==> run_1/closeup.png <==
Region (31, 92) to (81, 142) µm. Cells in gray, sequential cells in the stronger gray; small squares are vias.
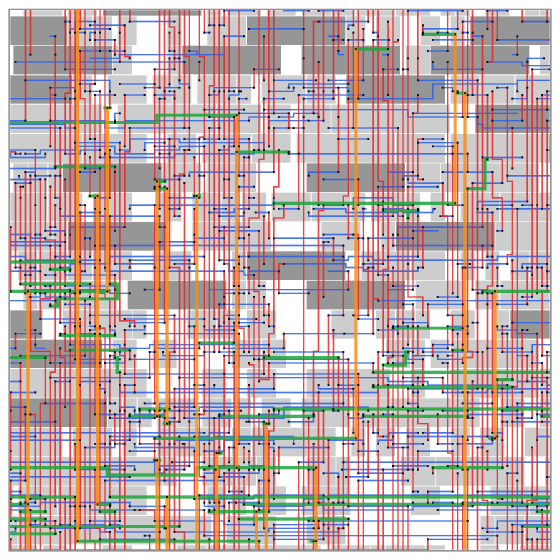
==> run_1/sizing.png <==
Scale: 1.5 px per µm.
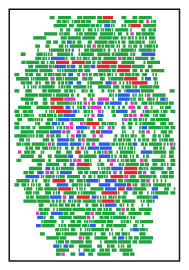
==> run_1/placed.png <==
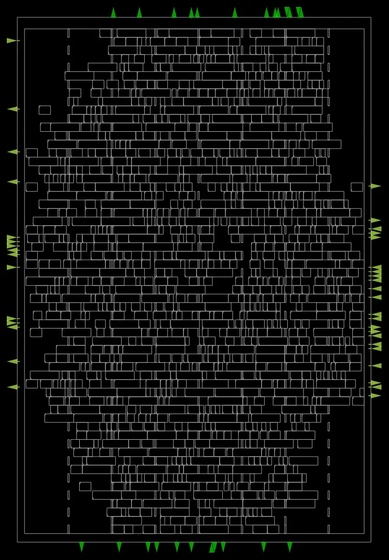
==> run_1/floorplan.png <==
Scale: 3 px per µm. Pins as bars on the die edge.
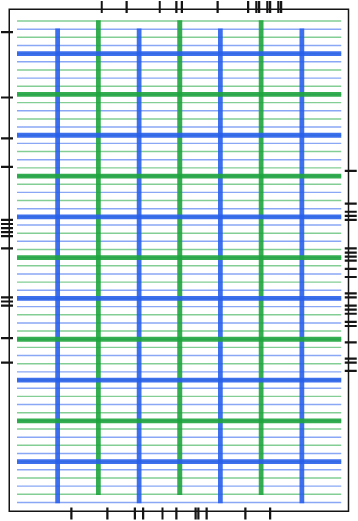
File: config.mk
export PLATFORM = sky130hd
export DESIGN_NAME = hazard_scoreboard
export DESIGN_NICKNAME = d
export VERILOG_FILES = /design/src/rtl/hazard_scoreboard.sv
export SDC_FILE = /design/constraint.sdc
export NUM_CORES = 1
export LEC_CHECK = 0
export CORE_ASPECT_RATIO = 1.5
export CORE_MARGIN = 2
export CORE_UTILIZATION = 55
export DETAILED_ROUTE_END_ITERATION = 12
export PLACE_DENSITY = 0.78
export SYNTH_ARGS = -nofsm -noshare
export SYNTH_HDL_FRONTEND = slang
export SYNTH_SLANG_ARGS = --single-unit
export TNS_END_PERCENT = 50
File: constraint.sdc
create_clock -name clk -period 4.3 [get_ports clk]
set_clock_uncertainty 0.1 [all_clocks]
set_input_delay 0.43 -clock clk [delete_from_list [all_inputs] [get_ports clk]]
set_output_delay 0.43 -clock clk [all_outputs]
set_load 0.005 [all_outputs]
File: src/rtl/hazard_scoreboard.sv
`timescale 1ns/1ps
// Per-register latency scoreboard for an in-order pipeline: detects RAW/WAW/structural
// hazards at ID, stalls/bubbles accordingly, and squashes IF/ID after taken branches.
module hazard_scoreboard #(
  parameter int REG_AW     = 5,
  parameter int LOAD_LAT   = 1,
  parameter int MULDIV_LAT = 8,
  parameter int BR_SLOTS   = 1,
  parameter int CW         = 4
) (
  input  logic                 clk,
  input  logic                 reset,
  input  logic                 id_valid,
  input  logic [REG_AW-1:0]    rs_ID,
  input  logic [REG_AW-1:0]    rt_ID,
  input  logic                 rs_used,
  input  logic                 rt_used,
  input  logic [REG_AW-1:0]    rd_ID,
  input  logic                 RegWrite_ID,
  input  logic [1:0]           cls_ID,
  input  logic                 Branch_taken,
  output logic                 stall,
  output logic                 IDEX_flush,
  output logic                 IFID_flush,
  output logic [1:0]           hazard_cause,
  output logic [2**REG_AW-1:0] pending_mask
);

  localparam int NREG = 2**REG_AW;

  localparam logic [1:0]    CLS_LOAD   = 2'd1;
  localparam logic [1:0]    CLS_MULDIV = 2'd2;
  localparam logic [CW-1:0] LOAD_L     = CW'(LOAD_LAT);
  localparam logic [CW-1:0] MULDIV_L   = CW'(MULDIV_LAT);
  localparam logic [CW-1:0] FLUSH_L    = CW'(BR_SLOTS - 1);
  localparam logic [CW-1:0] ONE        = CW'(1);

  localparam logic [1:0] CAUSE_NONE   = 2'd0;
  localparam logic [1:0] CAUSE_RAW    = 2'd1;
  localparam logic [1:0] CAUSE_WAW    = 2'd2;
  localparam logic [1:0] CAUSE_STRUCT = 2'd3;

  logic [CW-1:0] cnt [NREG];
  logic [CW-1:0] busy_cnt;
  logic [CW-1:0] flush_cnt;
  logic [CW-1:0] lat;

  logic raw_hz;
  logic waw_hz;
  logic struct_hz;
  logic hazard;
  logic issue;
  logic wr_en;
  logic br_act;

  always_comb begin
    case (cls_ID)
      CLS_LOAD:   lat = LOAD_L;
      CLS_MULDIV: lat = MULDIV_L;
      default:    lat = '0;
    endcase
  end

  // Register 0 is excluded explicitly even though its counter is held at zero.
  assign raw_hz = id_valid &&
                  ((rs_used && (rs_ID != '0) && (cnt[rs_ID] != '0)) ||
                   (rt_used && (rt_ID != '0) && (cnt[rt_ID] != '0)));

  assign waw_hz    = id_valid && RegWrite_ID && (rd_ID != '0) && (lat < cnt[rd_ID]);
  assign struct_hz = id_valid && (cls_ID == CLS_MULDIV) && (busy_cnt != '0);

  assign hazard = raw_hz || waw_hz || struct_hz;
  assign issue  = id_valid && !hazard;
  assign wr_en  = issue && RegWrite_ID && (rd_ID != '0);
  assign br_act = issue && Branch_taken;

  assign stall      = hazard;
  assign IDEX_flush = hazard;
  // Branch_taken is a raw input, so gate it explicitly while reset is held.
  assign IFID_flush = !reset && (br_act || (flush_cnt != '0));

  always_comb begin
    if (raw_hz)         hazard_cause = CAUSE_RAW;
    else if (waw_hz)    hazard_cause = CAUSE_WAW;
    else if (struct_hz) hazard_cause = CAUSE_STRUCT;
    else                hazard_cause = CAUSE_NONE;
  end

  always_comb begin
    pending_mask = '0;
    for (int i = 0; i < NREG; i++) begin
      pending_mask[i] = (cnt[i] != '0);
    end
  end

  always_ff @(posedge clk or posedge reset) begin
    if (reset) begin
      for (int i = 0; i < NREG; i++) begin
        cnt[i] <= '0;
      end
      busy_cnt  <= '0;
      flush_cnt <= '0;
    end else begin
      cnt[0] <= '0;
      for (int i = 1; i < NREG; i++) begin
        if (wr_en && (rd_ID == REG_AW'(i)))
          cnt[i] <= lat;
        else if (cnt[i] != '0)
          cnt[i] <= cnt[i] - ONE;
      end

      if (issue && (cls_ID == CLS_MULDIV))
        busy_cnt <= MULDIV_L;
      else if (busy_cnt != '0)
        busy_cnt <= busy_cnt - ONE;

      if (br_act)
        flush_cnt <= FLUSH_L;
      else if (flush_cnt != '0)
        flush_cnt <= flush_cnt - ONE;
    end
  end

endmodule
==> summary.log, run 1 <==
[timing] period utilization 99.6%
[synthesis] yosys stat cell total 1,001
[synthesis] post-synth cell types 74
[clocking] Max Root-Sink Buffers 2
[detailed_routing] Detailed Routing Iterations Pass 1 5
[layout] post-layout net count 1,175
[timing] slew margin rel. 28.5%
[worst_setup_path] Critical Path Start Type flip-flop
[placement] IO Port Bufs 59
[detailed_routing] final wirelength 27,100 µm
[synthesis] flip-flops with a built-in enable 0
[layout] design area 11,300 µm²
[global_route] pin count of the biggest net entering global routing 83
[synthesis] library cell with the largest summed area after synthesis sky130_fd_sc_hd__dfrtp_1
[worst_setup_path] CP Capture Type output port
[worst_hold_path] worst hold-check path type reg2reg
[synthesis] synthesized chip area reported by yosys 9730 µm²
[clocking] clock-pin slew of the registers on the worst-case setup and hold paths 0.06 ns
[run] # Max-Cap Violations 0
[clocking] hold bufs inserted after CTS 0
[pwr] static power due to leakage 0.00531 µW
[timing] final number of hold-violating endpoints 0
[global_route] total track usage 29.6%
[detailed_routing] Initial DRC Count 788
[status] result of the run completed
[clocking] TritonCTS buffer count 17
[synthesis] Synth async-reset ratio 100%
[worst_setup_path] path type of the worst setup path reg2out
[worst_setup_path] maximum net fanout on the critical path 5
[synthesis] sequential cell area fraction in the yosys report 34.0%
[synthesis] yosys synthesis warning count 0
[layout] ant diodes 0
[timing] count of endpoints failing setup in the final report 0
[synthesis] Cell Area, Synth 9730 µm²
[die] Die Outline Area 18,800 µm²
[timing] shortest period the worst path allows 4.28 ns
[detailed_routing] Routed Antenna Nets 0
[timing] highest clock rate 0.233 GHz
About closeup.png:
Key: red = M2; orange = M4; green = M3; blue = M1
188 logic cells have their middle in the window. Netlist names of flops here include cnt (18), busy_cnt (1). Most frequent: dfrtp_1 (18), nor2_1 (15), nor3_1 (12). Sequential cells in the window: 19.

About sizing.png:
Key: magenta = x3 and x4 [cells 59, share 5.4%, most used buf_4]; blue = x2 [cells 74, share 6.7%, most used mux4_2]; green = x1 and smaller [cells 939, share 85%, most used dfrtp_1]; red = x6 and larger [cells 27, share 2.5%, most used clkbuf_16]
synthesis-to-finish area growth: 16.4%
Final Worst Setup Slack: 0.0157 ns

About placed.png:
Layout fillers: 1,379
standard-cell rows: 59
tapcell count: 213
fraction of area in registers: 29.2%

About floorplan.png:
Key: green = VDD; blue = VSS
11 straps on met5. 61 signal pins sit on the boundary.
chip width: 113 µm
largest voltage drop on the vdd net: 337 µV
die height: 167 µm
Core Area: 17,300 µm²

-- run 1: where the power goes --
group,internal [µW],switching [µW]
combinational,2030,1980
sequential,1920,922
clock,988,561
total,4940,3460
-- run 1: worst paths after layout --
path	cells past startpoint	slack, ns	startpoint	endpoint
max	12	0.02	cnt[43]	stall
min	1	0.45	busy_cnt[3]	busy_cnt[3]
max reg2reg	14	0.43	cnt[43]	cnt[110]
min reg2reg	1	0.45	busy_cnt[3]	busy_cnt[3]
max in group asynchronous	3	2.69	reset	cnt[83]
min in group asynchronous	2	0.55	reset	busy_cnt[2]
-- run 1: per-layer routing --
metal / track usage [%] / part of all wire [%]
met1: 35.3 / 37
met2: 50.9 / 51
met3: 5.31 / 7.0
met4: 15.1 / 5.4
met5: 0 / 0
-- run 1: kinds of logic (layout without fill, tap and decap cells) --
family | after synthesis | after routing | share of synthesized area (%)
and+or+nand+nor | 372 | 372 | 19.8
AOI/OAI and AO/OA | 134 | 134 | 10.6
DFF | 132 | 132 | 34.0
buffers and inverters | 128 | 226 | 6.65
muxes | 108 | 108 | 15.1
adders and majority gates | 65 | 65 | 8.36
xor gates and xnor gates | 61 | 61 | 5.49
other | 1 | 1 | 0.0386
-- run 1: per-stage QoR --
step	cells	hold WS [ns]	utilization [%]	setup WS [ns]	power [µW]
6_report	1312	0.450	65.2	0.0157	8410
5_1_grt	1312	0.490	65.2	-0.0812	9060
4_1_cts	1309	0.451	65.0	0.0210	8350
3_5_place_dp	1277	0.437	61.3	-0.285	6740
3_3_place_gp	1277	0.429	61.3	-0.273	6570
2_1_floorplan	1001	0.396	-	0.0187	5530
-- run 1: worst max-delay path, cell delays in order (launching register included) --
cell and delay (ns):
sky130_fd_sc_hd__dfrtp_2 0.45, sky130_fd_sc_hd__mux4_2 0.47, sky130_fd_sc_hd__mux4_2 0.50, sky130_fd_sc_hd__mux2i_1 0.15
sky130_fd_sc_hd__ha_1 0.26, sky130_fd_sc_hd__buf_4 0.15, sky130_fd_sc_hd__a31oi_4 0.15, sky130_fd_sc_hd__o21ai_1 0.10
sky130_fd_sc_hd__o22ai_2 0.14, sky130_fd_sc_hd__and4b_4 0.24, sky130_fd_sc_hd__buf_4 0.14, sky130_fd_sc_hd__inv_1 0.07
sky130_fd_sc_hd__clkdlybuf4s50_1 0.50
-- run 1: state kept, by name (all words and copies together) (netlist names) --
signal,cells
cnt,124
busy_cnt,4
flush_cnt,4
-- run 1: final cells by class --
cell class,count,area [µm²]
Tap cell,213,267
Clock inverter,12,179
Timing Repair Buffer,110,1000
Multi-Input combinational cell,741,5790
Sequential cell,132,3310
Inverter,84,323
Fill cell,1379,6030
Clock buffer,20,447
-- run 1: layout by cell type (no fill, tap or decap), drive strengths merged, types with 31 or more instances in the layout --
cell type	count
dfrtp	132
nor2	107
inv	84
nand2	79
mux2i	70
ha	65
clkdlybuf4s50	54
nor3	52
buf	51
xnor2	36
a21oi	34
and3	31
-- run 1: timing repair --
| action | CTS | global route |
|---|---|---|
| pin swaps | 1 | 1 |
| setup buffers | 0 | 3 |
| resized | 6 | 5 |
| endpoints found under the hold margin | 0 | 0 |
| endpoints found under the setup margin | 4 | 3 |
==> inputs of run 2 (changes only) <==
- HOLD_SLACK_MARGIN: default -> 0.05
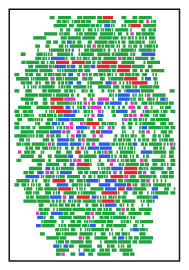
(run_2/sizing.png)
Scale: 1.5 px per µm.
Key: magenta = x3 and x4 [cells 59, share 5.4%, most used buf_4]; blue = x2 [cells 74, share 6.7%, most used mux4_2]; red = x6 and larger [cells 27, share 2.5%, most used clkbuf_16]; green = x1 and smaller [cells 939, share 85%, most used dfrtp_1]
non-clock buffer instance count of the final layout: 110
design area: 11,300 µm²

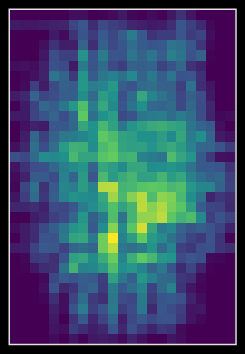
(run_2/route_heat.png)
Scale: 2 px per µm. The die is cut into 23 by 33 equal tiles; dark purple is low, yellow is high, scaled to the fullest tile. Values are wire area over tile area, all layers added.
The fullest tile reaches 0.87. 16% of the tiles are nearly empty. The mean over all tiles is 0.24. 18% of the tiles are over half the peak. The densest ninth of the die: center.

==> run 2 against run 1 <==
Effect of this change:
- synthesized area stayed put
- combinational power hardly changed
- routed wire length stayed put
- cell count stayed put
- global-route usage stayed put
- maximum frequency stayed put
- utilization stayed put
- largest cell class unchanged
- clock power hardly changed
- total power stayed put
- cell area stayed put
- clock-buffer cell count stayed put
- non-clock buffer count stayed put
==> summary.log, run 2 <==
[layout] most used logic cell in the final layout sky130_fd_sc_hd__dfrtp_1
[timing] shortest period the worst path allows 4.28 ns [unchanged]
[timing] highest clock rate 0.233 GHz [unchanged]
[synthesis] post-synth cell types 74 [unchanged]
[die] standard-cell rows 59 [unchanged]
[layout] post-layout net count 1,175 [unchanged]
[die] Core Area 17,300 µm² [unchanged]
[timing] final number of hold-violating endpoints 0 [unchanged]
[synthesis] share of cell area taken by muxes after synthesis 15.1% [unchanged]
[worst_setup_path] path type of the worst setup path reg2out
[worst_setup_path] CP Capture Type output port
[timing] count of endpoints failing setup in the final report 0 [unchanged]
[timing] Final Worst Setup Slack 0.0157 ns [unchanged]
[detailed_routing] Routed Antenna Nets 0 [unchanged]
[synthesis] Cell Area, Synth 9730 µm² [unchanged]
[synthesis] dominant combinational cell family by area after synthesis simple AND/OR/NAND/NOR gates
[layout] Layout fillers 1,379 [unchanged]
[global_route] pin count of the biggest net entering global routing 83 [unchanged]
[die] die height 167 µm [unchanged]
[pwr] Seq pwr share 33.9% [about the same]
[layout] ant diodes 0 [unchanged]
[clocking] Max Root-Sink Buffers 2 [unchanged]
[status] result of the run completed
[worst_setup_path] startpoint of the worst setup timing path cnt[43]
[synthesis] Compound Share, Synth 10.6% [unchanged]
[die] Die Outline Area 18,800 µm² [unchanged]
[timing] slew margin rel. 28.5% [unchanged]
[layout] Regs by FF count cnt: 124 flops, busy_cnt: 4 flops, flush_cnt: 4 flops
[worst_setup_path] capture instance of the worst register-to-register path cnt[110]
[layout] Logic cell area 5790 µm² [unchanged]
[synthesis] library cell with the largest summed area after synthesis sky130_fd_sc_hd__dfrtp_1
[worst_setup_path] Crit-path slowest cell sky130_fd_sc_hd__mux4_2
[layout] number of flip-flops in the largest register 124 [unchanged]
[global_route] total track usage 29.6% [unchanged]
[worst_setup_path] Max stage delay on crit path 0.50 ns [about the same]
[layout] dominant logic cell types in the final layout sky130_fd_sc_hd__dfrtp_1 (128), sky130_fd_sc_hd__nor2_1 (107), sky130_fd_sc_hd__inv_1 (79), sky130_fd_sc_hd__nand2_1 (78), sky130_fd_sc_hd__mux2i_1 (70)
[worst_setup_path] number of buffers and inverters on the critical path 4 [unchanged]
[worst_setup_path] Critical Path Start Type flip-flop
[pwr] part of the total power dissipated in combinational logic 47.7% [about the same]
[pwr] Internal Pwr Total 4940 µW [unchanged]
[synthesis] adder-cell share of the synthesized area 8.36% [unchanged]
[layout] sequential cell area 3310 µm² [unchanged]
[pwr] Net Switching 3460 µW [unchanged]
[synthesis] synthesized chip area reported by yosys 9730 µm² [unchanged]
[pwr] switching part of the total power 41.2% [unchanged]
[synthesis] yosys stat cell total 1,001 [unchanged]
[layout] Reg with most FFs cnt
[worst_setup_path] startpoint of the worst register-to-register path cnt[43]
[pwr] clock network power share 18.4% [about the same]
==> run 2: cell counts after synthesis <==
Identical to the previous run, type by type.
==> run 2: power by group through the flow <==
stage	logic [µW]	clock network [µW]	registers, µW
after global routing	4520	1610	2930
after global placement	3770	0	2800
after detailed placement	3930	0	2810
after floorplan	3000	0	2520
after CTS	3990	1560	2810
final	4010	1550	2850
==> run 2: how the worst min path moves through the flow <==
stage	slack, ns	to	startpoint
floorplan	0.40	busy_cnt[3]	busy_cnt[3]
global placement	0.43	busy_cnt[3]	busy_cnt[3]
detailed placement	0.44	busy_cnt[3]	busy_cnt[3]
CTS	0.45	busy_cnt[3]	busy_cnt[3]
global route	0.49	busy_cnt[3]	busy_cnt[3]
finish	0.45	busy_cnt[3]	busy_cnt[3]
==> run 2: layout make-up <==
type | instances | share of cell area, %
Inverter | 84 | 2.85
Clock buffer | 20 | 3.95
Sequential cell | 132 | 29.2
Tap cell | 213 | 2.35
Multi-Input combinational cell | 741 | 51.2
Clock inverter | 12 | 1.58
Timing Repair Buffer | 110 | 8.85
==> run 2: kinds of logic after synthesis <==
group | Yosys count
AOI/OAI and AO/OA | 134
buffers and inverters | 128
muxes | 108
other | 1
and+or+nand+nor | 372
adders and majority gates | 65
DFF | 132
xor gates and xnor gates | 61
==> run 2: timing repair <==
item / CTS / global route
pin swaps: 1 / 1
resized: 6 / 5
endpoints found under the setup margin: 4 / 3
buffers inserted: 0 / 3
==> run 2: worst register-to-register path, stage by stage (launching register included) <==
cell	delay [ns]
sky130_fd_sc_hd__dfrtp_2	0.45
sky130_fd_sc_hd__mux4_2	0.47
sky130_fd_sc_hd__mux4_2	0.50
sky130_fd_sc_hd__mux2i_1	0.15
sky130_fd_sc_hd__ha_1	0.16
sky130_fd_sc_hd__inv_1	0.04
sky130_fd_sc_hd__a311oi_1	0.19
sky130_fd_sc_hd__nand3_1	0.10
sky130_fd_sc_hd__o21ai_1	0.17
sky130_fd_sc_hd__o22ai_2	0.10
sky130_fd_sc_hd__and4b_4	0.36
sky130_fd_sc_hd__buf_4	0.13
sky130_fd_sc_hd__buf_12	0.23
sky130_fd_sc_hd__nand4_1	0.32
sky130_fd_sc_hd__and3_1	0.29
==> run 2: routing by layer <==
metal / GRT usage [%] / routed length (µm) / vias to the layer above
met5: 0 / 0 / -
met4: 15.1 / 1470 / 0
met3: 5.31 / 1900 / 109
met2: 50.9 / 13800 / 417
met1: 35.3 / 9960 / 4106
li1: - / - / 3752
==> run 2: stage by stage <==
step	cell area (µm²)	utilization, %	hold slack [ns]	std cells	total power, µW
global placement	10600	61.3	0.429	1277	6570
floorplan	9730	-	0.396	1001	5530
CTS	11300	65.0	0.451	1309	8350
global route	11300	65.2	0.490	1312	9060
detailed placement	10600	61.3	0.437	1277	6740
finish	11300	65.2	0.450	1312	8410
==> run_2/floorplan.png <==
Scale: 3 px per µm. Pins as bars on the die edge.
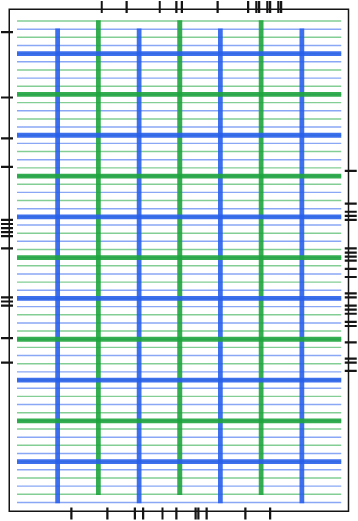

==> inputs of run 3 (changes only) <==
- CAP_MARGIN: default -> 20
- CORE_UTILIZATION: 55 -> 56
- CTS_BUF_LIST: default -> sky130_fd_sc_hd__clkbuf_4
- PLACE_DENSITY: 0.78 -> 0.79
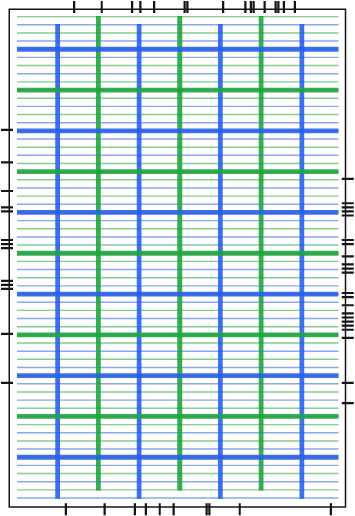
(run_3/floorplan.png)
Scale: 3 px per µm. Pins as bars on the die edge.
Key: green = VDD; blue = VSS
11 straps on met5. 60 met1 rails follow the rows. The core has 59 rows.
Core Area: 17,200 µm²
chip width: 112 µm
largest voltage drop on the vdd net: 287 µV

==> run 3 against run 2 <==
Effect of this change:
- worst hold slack lost 0.12 ns
- clock-buffer cell count shrank 1
- critical path depth grew 1
- setup slack gained 0.089 ns
- clock power shrank 51%
- via count shrank 1.0%
- first-iteration DRC count shrank 0.25%
- sequential power is essentially flat
- critical endpoint is now IDEX_flush
- sequential cell count is the same
- cell area shrank 3.1%
==> summary.log, run 3 <==
[status] result of the run completed
[layout] Layout fillers 1,379 [unchanged]
[synthesis] yosys stat cell total 1,001 [unchanged]
[timing] highest clock rate 0.238 GHz [+2.1%]
[layout] Reg with most FFs cnt
[worst_setup_path] path type of the worst setup path reg2out
[timing] slew margin rel. 37.9% [+9.4 points]
[worst_setup_path] Crit-path slowest cell sky130_fd_sc_hd__mux4_2
[detailed_routing] highest metal used met4
[layout] Layout Utilization 63.8% [-1.5 points]
[clocking] Max Root-Sink Buffers 2 [unchanged]
[layout] Regs by FF count cnt: 124 flops, busy_cnt: 4 flops, flush_cnt: 4 flops
[worst_setup_path] CP Capture Type output port
[synthesis] share of cell area taken by muxes after synthesis 15.1% [unchanged]
[synthesis] post-synth cell types 74 [unchanged]
[layout] post-layout net count 1,179 [+0.34%]
[worst_setup_path] Max stage delay on crit path 0.50 ns [about the same]
[synthesis] Compound Share, Synth 10.6% [unchanged]
[worst_setup_path] startpoint of the worst setup timing path cnt[43]
[die] Die Outline Area 18,500 µm² [-1.7%]
[layout] dominant logic cell types in the final layout sky130_fd_sc_hd__dfrtp_1 (118), sky130_fd_sc_hd__nor2_1 (107), sky130_fd_sc_hd__inv_1 (79), sky130_fd_sc_hd__nand2_1 (78), sky130_fd_sc_hd__mux2i_1 (70)
[synthesis] synthesized chip area reported by yosys 9730 µm² [unchanged]
[worst_setup_path] Critical Path Start Type flip-flop
[layout] most used logic cell in the final layout sky130_fd_sc_hd__dfrtp_1
[layout] number of flip-flops in the largest register 124 [unchanged]
[timing] final number of hold-violating endpoints 0 [unchanged]
[detailed_routing] met3 wirelength from detailed routing 1720 µm [-9.1%]
[timing] shortest period the worst path allows 4.20 ns [-0.0888 ns]
[worst_setup_path] startpoint of the worst register-to-register path cnt[43]
[synthesis] Cell Area, Synth 9730 µm² [unchanged]
[global_route] pin count of the biggest net entering global routing 71 [-14%]
[die] standard-cell rows 59 [unchanged]
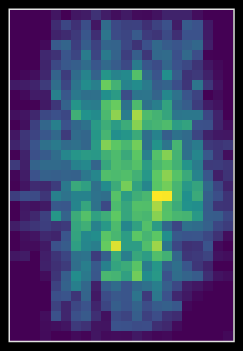
(run_3/route_heat.png)
Scale: 2 px per µm. The die is cut into 22 by 33 equal tiles; dark purple is low, yellow is high, scaled to the fullest tile. Values are wire area over tile area, all layers added.
20% of the tiles are over half the peak. The emptiest ninth of the die: lower left. The densest ninth of the die: center. The fullest tile reaches 0.85.
total track usage: 29.1%
final wirelength: 26,200 µm
final routed wire length divided by cell count: 20.0 µm
DR vias: 8,299

-- run 3: cell counts after synthesis --
Identical to the previous run, type by type.
-- run 3: worst min path at each step --
stage                           start      endpoint  slack [ns]  depth (start not counted)
after floorplan           busy_cnt[3]   busy_cnt[3]        0.40                          1
final                           reset       cnt[33]        0.33                          2
after global placement    busy_cnt[3]   busy_cnt[3]        0.42                          1
after detailed placement  busy_cnt[3]   busy_cnt[3]        0.43                          1
after CTS                       reset  flush_cnt[2]        0.35                          2
after global routing            reset  flush_cnt[2]        0.40                          2
-- run 3: cell type report --
type	count	area, µm²	share of cell area, %
antenna	1	2.50	0.0228
clock buffer	19	143	1.30
clock inverter	11	90.1	0.821
inverter	84	323	2.94
multi-input combinational	741	5790	52.8
sequential	132	3320	30.3
tap	213	267	2.43
timing repair buffer	114	1030	9.37
-- run 3: timing repair --
action,4_1_cts,5_1_grt
setup buffers,6,3
pin swaps,3,3
endpoints found under the setup margin,4,5
resized,11,15
-- run 3: kinds of logic (layout without fill, tap and decap cells) --
family | after synthesis | after routing
DFF | 132 | 132
and+or+nand+nor | 372 | 372
buffers and inverters | 128 | 228
xor gates and xnor gates | 61 | 61
AOI/OAI and AO/OA | 134 | 134
other | 1 | 2
adders and majority gates | 65 | 65
muxes | 108 | 108
-- run 3: metrics by stage --
stage               hold WS [ns]  total power, µW  instance area, µm²  std cells  setup WS (ns)
floorplan                  0.396             5530                9730       1001         0.0187
global placement           0.424             6540               10600       1275         -0.194
detailed placement         0.428             6740               10600       1275         -0.273
CTS                        0.350             7550               10900       1311        0.00519
global route               0.402             8270               11000       1315        -0.0113
finish                     0.326             7600               11000       1315          0.104
-- run 3: power breakdown --
group          total (µW)  switching [µW]  internal [µW]  leakage [µW]
clock network         757             472            285      0.000127
registers            2830             901           1930       0.00156
logic                4020            1980           2040       0.00346
-- run 3: routing by layer --
layer	up-vias	track usage (%)
met1	4036	34.2
met2	391	50.3
met4	0	16.5
met5	-	0
li1	3758	-
met3	114	5.40
No activity file was given, so power comes from the tool's default toggle rates.
